Figure 1. M4 wires.
(2 px per um) Supply wires on this layer in grey. Cells faint in the background.
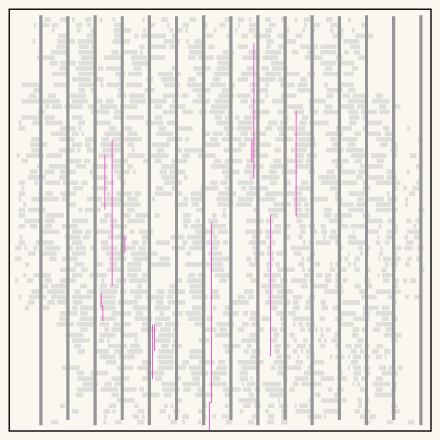
Figure 2. A small window of the routed layout.
Window x 133 to 183, y 133 to 183 um. Cells in grey, sequential cells in the stronger grey; small squares are vias.
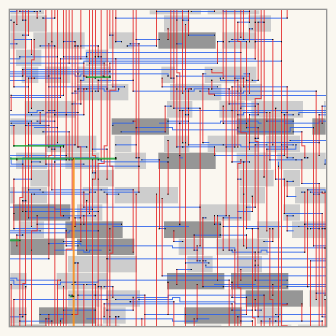
Figure 3. The clock network.
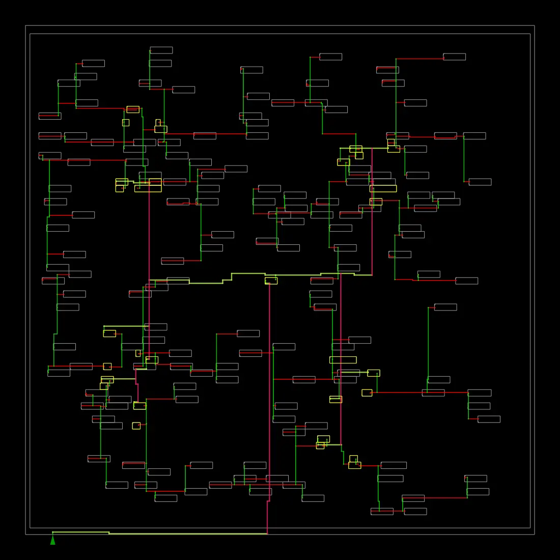
Figure 4. I/O pins on the die edge.
(2 px per um) Pins as bars across the die edge, other pins in grey.
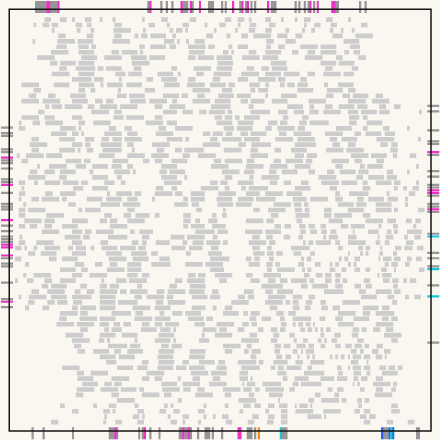
Figure 5. Signal wires on met3.
(2 px per um) Cells faint in the background.
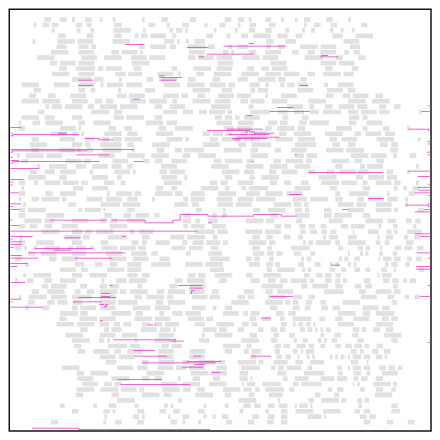
<file path="config.mk">
export PLATFORM = sky130hd
export DESIGN_NAME = reg_file_wr_buffer_flat
export DESIGN_NICKNAME = d
export VERILOG_FILES = /design/src/rtl/reg_file_wr_buffer_pkg.sv /design/src/rtl/reg_file_wr_buffer_if.sv /design/src/rtl/reg_file_wr_fwd_match.sv /design/src/rtl/reg_file_wr_buffer.sv /design/src/flat_wrapper.sv
export SDC_FILE = /design/constraint.sdc
export NUM_CORES = 1
export LEC_CHECK = 0
export CAP_MARGIN = 5
export CELL_PAD_IN_SITES_DETAIL_PLACEMENT = 1
export CELL_PAD_IN_SITES_GLOBAL_PLACEMENT = 1
export CORE_MARGIN = 1.5
export CORE_UTILIZATION = 30
export CTS_BUF_LIST = sky130_fd_sc_hd__clkbuf_8
export DETAILED_ROUTE_END_ITERATION = 16
export PLACE_DENSITY_LB_ADDON = 0.1
export SYNTH_ARGS = -nofsm -noshare
export SYNTH_HDL_FRONTEND = slang
export SYNTH_HIERARCHICAL = 1
export SYNTH_SLANG_ARGS = --single-unit
</file>
<file path="constraint.sdc">
create_clock -name clk -period 4.9 [get_ports clk]
set_input_delay 0.98 -clock clk [delete_from_list [all_inputs] [get_ports clk]]
set_output_delay 0.98 -clock clk [all_outputs]
set_load 0.005 [all_outputs]
</file>
<file path="src/rtl/reg_file_wr_buffer_pkg.sv">
// ----------------------------------------------------------------------------
// reg_file_wr_buffer_pkg
// Shared definitions for the register-file write buffer:
//   - default DEPTH / DATA_WIDTH / ADDR_WIDTH values
//   - wr_entry_t : one pending register write (destination + data), sized at
//                  the default widths
//   - youngest_match : returns the highest set position of an age-ordered
//                  match vector (position 0 = oldest entry, i.e. the head)
// The buffer supports DEPTH up to MAX_DEPTH.
// Optional feature macro used by the design: REG_FILE_WR_BUFFER_COALESCE_EN.
// ----------------------------------------------------------------------------
package reg_file_wr_buffer_pkg;

    localparam int DEPTH_DEF      = 4;
    localparam int DATA_WIDTH_DEF = 32;
    localparam int ADDR_WIDTH_DEF = 5;

    localparam int MAX_DEPTH      = 64;
    localparam int MAX_IDX_W      = 6;

    typedef struct packed {
        logic [ADDR_WIDTH_DEF-1:0] reg_addr;
        logic [DATA_WIDTH_DEF-1:0] data;
    } wr_entry_t;

    // Later (younger) positions overwrite earlier ones, so the result is the
    // youngest matching age. Returns 0 when nothing matches; callers qualify
    // the result with their own hit flag.
    function automatic logic [MAX_IDX_W-1:0] youngest_match(
        input logic [MAX_DEPTH-1:0] match_by_age
    );
        logic [MAX_IDX_W-1:0] idx;
        idx = '0;
        for (int i = 0; i < MAX_DEPTH; i++) begin
            if (match_by_age[i]) begin
                idx = MAX_IDX_W'(i);
            end
        end
        return idx;
    endfunction

endpackage

</file>
<file path="src/rtl/reg_file_wr_buffer_if.sv">
// ----------------------------------------------------------------------------
// reg_file_wr_buffer_if
// Bundles every non-clock/reset signal of the write buffer.
//   producer side : in_valid, in_ready, in_reg, in_data
//   write port    : drain_stall, wr_en, wr_reg, wr_data
//   forwarding    : rd_reg_1/2 -> fwd_hit_1/2, fwd_data_1/2
//   status        : count (entries held)
// Handshake: a write transfers on a rising clock edge where in_valid and
// in_ready are both 1; the producer keeps in_valid, in_reg and in_data
// stable until that edge. in_ready never depends on in_valid.
// Modports: slave = the buffer, master = the environment driving it.
// ----------------------------------------------------------------------------
interface reg_file_wr_buffer_if
    import reg_file_wr_buffer_pkg::*;
#(
    parameter int DEPTH      = DEPTH_DEF,
    parameter int DATA_WIDTH = DATA_WIDTH_DEF,
    parameter int ADDR_WIDTH = ADDR_WIDTH_DEF
);
    localparam int CW = $clog2(DEPTH) + 1;

    logic                  in_valid;
    logic                  in_ready;
    logic [ADDR_WIDTH-1:0] in_reg;
    logic [DATA_WIDTH-1:0] in_data;
    logic                  drain_stall;
    logic                  wr_en;
    logic [ADDR_WIDTH-1:0] wr_reg;
    logic [DATA_WIDTH-1:0] wr_data;
    logic [ADDR_WIDTH-1:0] rd_reg_1;
    logic [ADDR_WIDTH-1:0] rd_reg_2;
    logic                  fwd_hit_1;
    logic [DATA_WIDTH-1:0] fwd_data_1;
    logic                  fwd_hit_2;
    logic [DATA_WIDTH-1:0] fwd_data_2;
    logic [CW-1:0]         count;

    modport slave (
        input  in_valid, in_reg, in_data, drain_stall, rd_reg_1, rd_reg_2,
        output in_ready, wr_en, wr_reg, wr_data,
               fwd_hit_1, fwd_data_1, fwd_hit_2, fwd_data_2, count
    );

    modport master (
        output in_valid, in_reg, in_data, drain_stall, rd_reg_1, rd_reg_2,
        input  in_ready, wr_en, wr_reg, wr_data,
               fwd_hit_1, fwd_data_1, fwd_hit_2, fwd_data_2, count
    );

endinterface

</file>
<file path="src/rtl/reg_file_wr_fwd_match.sv">
// ----------------------------------------------------------------------------
// reg_file_wr_fwd_match
// Searches the write buffer's entry array for one read address and returns
// the data of the youngest pending write to it.
//   rd_reg   : register being read (x0 never hits)
//   head     : slot of the oldest entry
//   count    : number of valid entries, starting at head
//   ent_reg  : destination register of every slot
//   ent_data : data of every slot
//   hit      : some valid entry targets rd_reg
//   data     : youngest matching data, 0 when no hit
// ----------------------------------------------------------------------------
module reg_file_wr_fwd_match
    import reg_file_wr_buffer_pkg::*;
#(
    parameter int DEPTH      = DEPTH_DEF,
    parameter int DATA_WIDTH = DATA_WIDTH_DEF,
    parameter int ADDR_WIDTH = ADDR_WIDTH_DEF
) (
    input  logic [ADDR_WIDTH-1:0]             rd_reg,
    input  logic [$clog2(DEPTH)-1:0]          head,
    input  logic [$clog2(DEPTH):0]            count,
    input  logic [DEPTH-1:0][ADDR_WIDTH-1:0]  ent_reg,
    input  logic [DEPTH-1:0][DATA_WIDTH-1:0]  ent_data,
    output logic                              hit,
    output logic [DATA_WIDTH-1:0]             data
);
    localparam int PW = $clog2(DEPTH);
    localparam int CW = $clog2(DEPTH) + 1;

    logic [MAX_DEPTH-1:0] match_by_age;
    logic [PW-1:0]        slot;
    logic [PW-1:0]        age;
    logic [PW-1:0]        sel;

    // Walk the ring in age order (age 0 = head) so that the youngest match
    // is simply the highest set bit, independent of pointer wrap.
    always_comb begin
        match_by_age = '0;
        slot         = '0;
        for (int a = 0; a < DEPTH; a++) begin
            slot = head + PW'(a);
            if ((CW'(a) < count) && (ent_reg[slot] == rd_reg) && (rd_reg != '0)) begin
                match_by_age[a] = 1'b1;
            end
        end
    end

    assign age  = PW'(youngest_match(match_by_age));
    assign sel  = head + age;
    assign hit  = |match_by_age;
    assign data = hit ? ent_data[sel] : '0;

endmodule

</file>
<file path="src/rtl/reg_file_wr_buffer.sv">
// ----------------------------------------------------------------------------
// reg_file_wr_buffer
// Small FIFO of pending register writes feeding reg_file's single write port.
// Producers push (in_reg, in_data); one entry drains per cycle unless
// drain_stall holds the head. Reads can look up the newest pending value of
// a register through two forwarding ports.
//   clk   : rising-edge clock
//   rst_n : asynchronous active-low reset; discards all pending writes
//   bus   : reg_file_wr_buffer_if.slave (push, drain, forwarding, count)
// Optional feature: define REG_FILE_WR_BUFFER_COALESCE_EN to let a push to
// the same register as the youngest entry overwrite that entry's data
// instead of allocating a new slot.
// ----------------------------------------------------------------------------
module reg_file_wr_buffer
    import reg_file_wr_buffer_pkg::*;
#(
    parameter int DEPTH      = DEPTH_DEF,
    parameter int DATA_WIDTH = DATA_WIDTH_DEF,
    parameter int ADDR_WIDTH = ADDR_WIDTH_DEF
) (
    input  logic                 clk,
    input  logic                 rst_n,
    reg_file_wr_buffer_if.slave  bus
);
    localparam int PW = $clog2(DEPTH);
    localparam int CW = $clog2(DEPTH) + 1;

    logic [PW-1:0]                     head;
    logic [PW-1:0]                     tail;
    logic [CW-1:0]                     count;
    logic [DEPTH-1:0][ADDR_WIDTH-1:0]  ent_reg;
    logic [DEPTH-1:0][DATA_WIDTH-1:0]  ent_data;

    logic not_empty;
    logic pop;
    logic coalesce;
    logic accept;
    logic alloc;

    assign not_empty = (count != '0);
    assign pop       = not_empty & ~bus.drain_stall;

`ifdef REG_FILE_WR_BUFFER_COALESCE_EN
    logic [PW-1:0] tail_prev;
    assign tail_prev = tail - PW'(1);
    // A single entry that is draining this cycle is both head and youngest;
    // overwriting it would lose the new data, so it must allocate instead.
    assign coalesce = not_empty && (bus.in_reg != '0) &&
                      (ent_reg[tail_prev] == bus.in_reg) &&
                      !((count == CW'(1)) && pop);
`else
    assign coalesce = 1'b0;
`endif

    // rst_n gates in_ready so nothing is accepted while reset is asserted.
    // No pop credit: a full buffer refuses a push even while draining.
    assign bus.in_ready = rst_n & ((count < CW'(DEPTH)) | coalesce);

    assign accept = bus.in_valid & bus.in_ready;
    // Writes to x0 complete the handshake but are dropped.
    assign alloc  = accept & (bus.in_reg != '0) & ~coalesce;

    assign bus.wr_en   = pop;
    assign bus.wr_reg  = not_empty ? ent_reg[head]  : '0;
    assign bus.wr_data = not_empty ? ent_data[head] : '0;
    assign bus.count   = count;

    always_ff @(posedge clk or negedge rst_n) begin
        if (!rst_n) begin
            head     <= '0;
            tail     <= '0;
            count    <= '0;
            ent_reg  <= '0;
            ent_data <= '0;
        end else begin
            if (alloc) begin
                ent_reg[tail]  <= bus.in_reg;
                ent_data[tail] <= bus.in_data;
                tail           <= tail + PW'(1);
            end
`ifdef REG_FILE_WR_BUFFER_COALESCE_EN
            if (accept && coalesce) begin
                ent_data[tail_prev] <= bus.in_data;
            end
`endif
            if (pop) begin
                head <= head + PW'(1);
            end
            count <= count + {{(CW-1){1'b0}}, alloc} - {{(CW-1){1'b0}}, pop};
        end
    end

    reg_file_wr_fwd_match #(
        .DEPTH      (DEPTH),
        .DATA_WIDTH (DATA_WIDTH),
        .ADDR_WIDTH (ADDR_WIDTH)
    ) u_fwd_1 (
        .rd_reg   (bus.rd_reg_1),
        .head     (head),
        .count    (count),
        .ent_reg  (ent_reg),
        .ent_data (ent_data),
        .hit      (bus.fwd_hit_1),
        .data     (bus.fwd_data_1)
    );

    reg_file_wr_fwd_match #(
        .DEPTH      (DEPTH),
        .DATA_WIDTH (DATA_WIDTH),
        .ADDR_WIDTH (ADDR_WIDTH)
    ) u_fwd_2 (
        .rd_reg   (bus.rd_reg_2),
        .head     (head),
        .count    (count),
        .ent_reg  (ent_reg),
        .ent_data (ent_data),
        .hit      (bus.fwd_hit_2),
        .data     (bus.fwd_data_2)
    );

endmodule

</file>
<file path="src/flat_wrapper.sv">
// flat-port wrapper written by rule: the top's interface ports become plain ports
module reg_file_wr_buffer_flat import reg_file_wr_buffer_pkg::*;
#(
    parameter int DEPTH      = DEPTH_DEF,
    parameter int DATA_WIDTH = DATA_WIDTH_DEF,
    parameter int ADDR_WIDTH = ADDR_WIDTH_DEF
)
  (clk, rst_n, bus_in_valid, bus_in_reg, bus_in_data, bus_drain_stall, bus_rd_reg_1, bus_rd_reg_2, bus_in_ready, bus_wr_en, bus_wr_reg, bus_wr_data, bus_fwd_hit_1, bus_fwd_data_1, bus_fwd_hit_2, bus_fwd_data_2, bus_count);
  reg_file_wr_buffer_if #(.DEPTH(DEPTH), .DATA_WIDTH(DATA_WIDTH), .ADDR_WIDTH(ADDR_WIDTH)) bus_i ();
  input  logic clk;
  input  logic rst_n;
  input wire logic [$bits(bus_i.in_valid)-1:0] bus_in_valid;
  input wire logic [$bits(bus_i.in_reg)-1:0] bus_in_reg;
  input wire logic [$bits(bus_i.in_data)-1:0] bus_in_data;
  input wire logic [$bits(bus_i.drain_stall)-1:0] bus_drain_stall;
  input wire logic [$bits(bus_i.rd_reg_1)-1:0] bus_rd_reg_1;
  input wire logic [$bits(bus_i.rd_reg_2)-1:0] bus_rd_reg_2;
  output wire logic [$bits(bus_i.in_ready)-1:0] bus_in_ready;
  output wire logic [$bits(bus_i.wr_en)-1:0] bus_wr_en;
  output wire logic [$bits(bus_i.wr_reg)-1:0] bus_wr_reg;
  output wire logic [$bits(bus_i.wr_data)-1:0] bus_wr_data;
  output wire logic [$bits(bus_i.fwd_hit_1)-1:0] bus_fwd_hit_1;
  output wire logic [$bits(bus_i.fwd_data_1)-1:0] bus_fwd_data_1;
  output wire logic [$bits(bus_i.fwd_hit_2)-1:0] bus_fwd_hit_2;
  output wire logic [$bits(bus_i.fwd_data_2)-1:0] bus_fwd_data_2;
  output wire logic [$bits(bus_i.count)-1:0] bus_count;
  assign bus_i.in_valid = bus_in_valid;
  assign bus_i.in_reg = bus_in_reg;
  assign bus_i.in_data = bus_in_data;
  assign bus_i.drain_stall = bus_drain_stall;
  assign bus_i.rd_reg_1 = bus_rd_reg_1;
  assign bus_i.rd_reg_2 = bus_rd_reg_2;
  assign bus_in_ready = bus_i.in_ready;
  assign bus_wr_en = bus_i.wr_en;
  assign bus_wr_reg = bus_i.wr_reg;
  assign bus_wr_data = bus_i.wr_data;
  assign bus_fwd_hit_1 = bus_i.fwd_hit_1;
  assign bus_fwd_data_1 = bus_i.fwd_data_1;
  assign bus_fwd_hit_2 = bus_i.fwd_hit_2;
  assign bus_fwd_data_2 = bus_i.fwd_data_2;
  assign bus_count = bus_i.count;
  reg_file_wr_buffer #(.DEPTH(DEPTH), .DATA_WIDTH(DATA_WIDTH), .ADDR_WIDTH(ADDR_WIDTH)) u_core (.clk(clk), .rst_n(rst_n), .bus(bus_i));
endmodule
</file>
==> run summary <==
This note records the results obtained with Yosys and OpenROAD.

Outcome
The flow ran to the end, but the final reports show violations. The final reports fail on negative setup slack.

Synthesis
The mean post-synth cell area is 13.7 sq um. Among all flip-flop cells after synthesis, the most frequent one is sky130_fd_sc_hd__dfrtp_1. For this run, asynchronously set or reset flops after synthesis account for 1.00. The total cell area reported by yosys after synthesis is 0.0129 sq mm. The post-synth design cell area is ~0.013 sq mm.

The warning count from the yosys run is 6. After technology mapping, the gate count stands at between 900 and 1000. Of all cell types, the one taking the most synthesized area is sky130_fd_sc_hd__dfrtp_1. The number of nets at floorplan is ~1000. Synthesis instantiated 39 different standard cells from the library. Ranked by instance count, the synthesized netlist is headed by 171 x sky130_fd_sc_hd__mux4_2, 155 x sky130_fd_sc_hd__dfrtp_1, 137 x sky130_fd_sc_hd__mux2_2.

Once synthesis finished, the tally of register bits stood at 155. The count of library flops with an enable pin is 0. For this run, the register share of the synthesized area comes to 0.301.

The fraction of post-synthesis cell area in the top cell type by area is 0.301. The synthesis report lists the most area-consuming cells as sky130_fd_sc_hd__dfrtp_1 30%, sky130_fd_sc_hd__mux4_2 30%, sky130_fd_sc_hd__mux2_2 12%. For this design, Yosys synthesis ends with a cell count of 939. In the post-synthesis netlist, the cell with the most instances is sky130_fd_sc_hd__mux4_2.

Detailed routing
The routed layout has a little under 10000 vias. Dividing the detail-routed via count by the number of cells gives between 5 and 6. Per the log, the first TritonRoute iteration ended with a DRC count of 495. The remaining number of nets flagged by the antenna check after routing is 0.

Detailed routing placed a total of 1520 um of wire on met3. The highest routed metal layer is met5. The routed wirelength on the met1 layer is recorded as 21400 um. The final routed wirelength across all metal layers is 47900 um. The detailed-route DRC error count is 0. In the detailed route, the total length drawn on met2 is 24500 um. The routed design shows a wire length per standard cell of 27.4 um. In the log, the iteration count for the first detailed-route pass is 5.

Cells and area
The most common logic cell in the routed design is sky130_fd_sc_hd__mux4_2. For this run, combinational gates with multiple inputs come to approximately 680. The top cell types in the final layout, fill and taps aside, are 171 x sky130_fd_sc_hd__mux4_2, 152 x sky130_fd_sc_hd__dfrtp_1, 136 x sky130_fd_sc_hd__mux2_2.

After routing the design area is 0.0178 sq mm. The number of antenna diodes is 0. The design has 155 sequential cells. The logic gate fraction of the total cell area is 0.526. The portion of the layout cell area used by clock cells is 0.0237. The area of combinational cells with multiple inputs is 0.00935 sq mm. The finished layout holds 1747 standard cells, fillers aside. The number of filler instances in the final layout is about 4200. The fraction of cell area in sequential cells is reported as 0.219. In the final layout, the share of cells above drive strength 1 is 0.607. The number of nets in the final layout is 1255. The number of flip-flops under the largest register name is around 130. Per the run report, area growth between synthesis and finish was 38.2%. The number of signal-net inverters in the final layout is 9. The final core area utilization is 0.422.

The layout buffering overhead excluding clock cells is 0.192. Counting plain and timing-repair buffers in the layout gives 333. Per the area breakdown, the dominant cell category is multi-input combinational cells. The sequential standard cell area is 0.00389 sq mm.

Final timing
The worst path setup slack after routing is -0.145 ns. The final worst-path cycle share is 1.03. The final hold slack is around 0.54 ns. Setup repair after global routing could not meet its margin everywhere. The number of endpoints with negative hold slack in the final report is 0. The setup TNS is -2.22 ns. Headroom to the max-slew limit came out at 0.417. In this build the clock could be raised as far as 198 MHz. The final max-slew violation count recorded for this run is 0. The final critical path time including I/O delays and setup is 5.04 ns. The transition time at the pin with the least slew margin is approximately 0.87 ns. The final-report setup violation count is 39.

Clocking
The H-tree was split into 4 levels. TritonCTS built the clock tree. Post-CTS timing repair inserted ~50 buffers for setup. The number of gates resized after cts is 377.

Buffers inserted to repair hold after CTS numbered 0. Counting along the longest clock path gives a buffer depth of 2. On the worst setup and hold paths after CTS, the clock-pin slew comes to 0.09 ns. The cell at the root of the clock tree is sky130_fd_sc_hd__clkbuf_8.

Worst setup path
The capturing element of the worst setup path is bus_fwd_data_2[7]. The top fanout value on the critical path is 8. The critical path goes through buf_6 > mux2i_1 > buf_4 > mux2i_2 > mux2_4 > o211ai_1 > nand2b_4 > nand2_4 > ha_4 > buf_12 > buf_12 > buf_12 > buf_8 > buf_6 > mux4_2 > nand3_2 > o2bb2ai_2 > buf_2. The category of the most critical setup path is reg2out. Broken down by cell family, the worst path's largest delay share belongs to multiplexers. The reg-to-reg setup timing slack is 1.81 ns. The number of buffer and inverter instances along the worst setup path is 8. Counting buffers and inverters, the worst setup path is 18 cells deep. The library cell appearing most often on the critical path is sky130_fd_sc_hd__buf_12. Per STA, the startpoint of the critical path is u_core/head[1]. The worst setup path is launched from a register. The startpoint identified for the worst register-to-register timing path is u_core/bus.count[2]. Measured in cells, the most critical reg-to-reg path has a length of 9. The critical path's largest stage delay is around 0.56 ns. The capture point of the worst register-to-register path is recorded as u_core/bus.count[2].

The data arrival time reported for the critical path is 4.06 ns. The category of the worst setup path capture point is a primary output. According to the timing report, the data required time at the worst endpoint equals 3.92 ns.

The critical path's slowest stage uses the library cell sky130_fd_sc_hd__dfrtp_4.

GRT
The most congested layer reported by global routing is met2. The met3 usage is 0.0305. The first-pass GRT wire length is approximately 70000 um. The number of antenna violations at the first check in global routing is 1. For this run, global-route usage on met2 was measured as 0.379. The fraction of met1 tracks used by global routing is 0.299. The number of global-route vias before repair is between 10000 and 15000. The maximum number of pins on one net before global-route repair is 60. After global routing the overflow that remains totals 0.

Summed over all routing layers, the global router reports a total usage of 0.222.

Floorplanning
The placeable core region is 0.0421 sq mm. The overall die size recorded for this design is 0.0442 sq mm. For this floorplan the total number of well-tap instances is around 540. The pre-placement core utilization is 0.306. The horizontal die dimension reported for this design is 210 um. For this design the top-level I/O count stands at 159. The number of rows created at floorplan is 75. The vertical die dimension reported for this design is ~210 um.

Placement
The global placer's final weighted congestion is approximately 0.77. Input and output buffers added on the ports amount to ~160. The number of cells in the design after placement is 1643.

The minimum setup slack after placement is -0.781 ns. The HPWL after detailed placement is 29500 um. After detailed placement, the total cell area comes to 0.0157 sq mm.

Worst hold path
The worst hold path terminates at u_core/tail[0]. The number of cells on the worst hold path is 1. Looking at hold timing, the worst path starts from u_core/tail[0]. The worst hold path belongs to the class reg2reg.

Flow run
The tool warning count for the run is 32. The number of violations of the max-capacitance limit is 0.

Power and ir drop
The worst VDD IR drop from the latest analysis is 352 uV. The static power due to leakage is 0.00728 uW. After layout, the design draws a total of 15700 uW. The power density over the cells is 884 mW/mm^2.
About Figure 1:
longest straight run	89.9 um
wire length on this layer	468 um

About Figure 2:
layer	colour
M4	orange
M1	blue
M3	green
M2	red
cells with their middle in the window	72
netlist names of flops here include	u_core/ent_data (14)
most frequent	mux4_2 (16), mux2_2 (14), dfrtp_1 (14)
sequential cells in the window	14

About Figure 3:
clock buf count: 17
Final Skew: 0.0189 ns
clock insertion delay at the later pin of the skew report: 0.51 ns
clock buffers created by TritonCTS: 17
clk sink count: 155

About Figure 4:
port	colour	pins	direction	edge
bus_wr_reg	cyan	5	output	3 right, 2 bottom
bus_count	blue	3	output	bottom
bus_in_ready	orange	1	output	bottom
bus_wr_data	magenta	32	output	15 top, 7 left, 6 bottom, 4 right

About Figure 5:
nets with wire on the layer	98
main direction	horizontal

kinds of logic (layout without fill, tap and decap cells):
group | after synthesis | count (layout) | share of synthesized area
fa+ha+maj | 9 | 9 | 0.00933
simple gates | 158 | 158 | 0.0676
flops | 155 | 155 | 0.301
buf+inv | 105 | 374 | 0.0464
xor+xnor | 41 | 41 | 0.0279
mux | 380 | 380 | 0.479
compound gates | 91 | 91 | 0.0682
report_power, final:
part,switching (uW),total (uW),internal [uW]
Combinational,4680,11700,7020
Sequential,1030,2940,1920
Clock,574,1090,514
Total,6280,15700,9450
worst register-to-register path: cells and delay by family, from the launching register on:
family	cells	cell delay (ns)
buffers and inverters	2	0.11
adder cells (fa/ha/maj)	3	0.87
AND-OR/OR-AND	1	0.36
flip-flops	1	0.58
AND/OR/NAND/NOR	1	0.77
XOR/XNOR	2	0.29
No activity file was given, so power comes from the tool's default toggle rates.
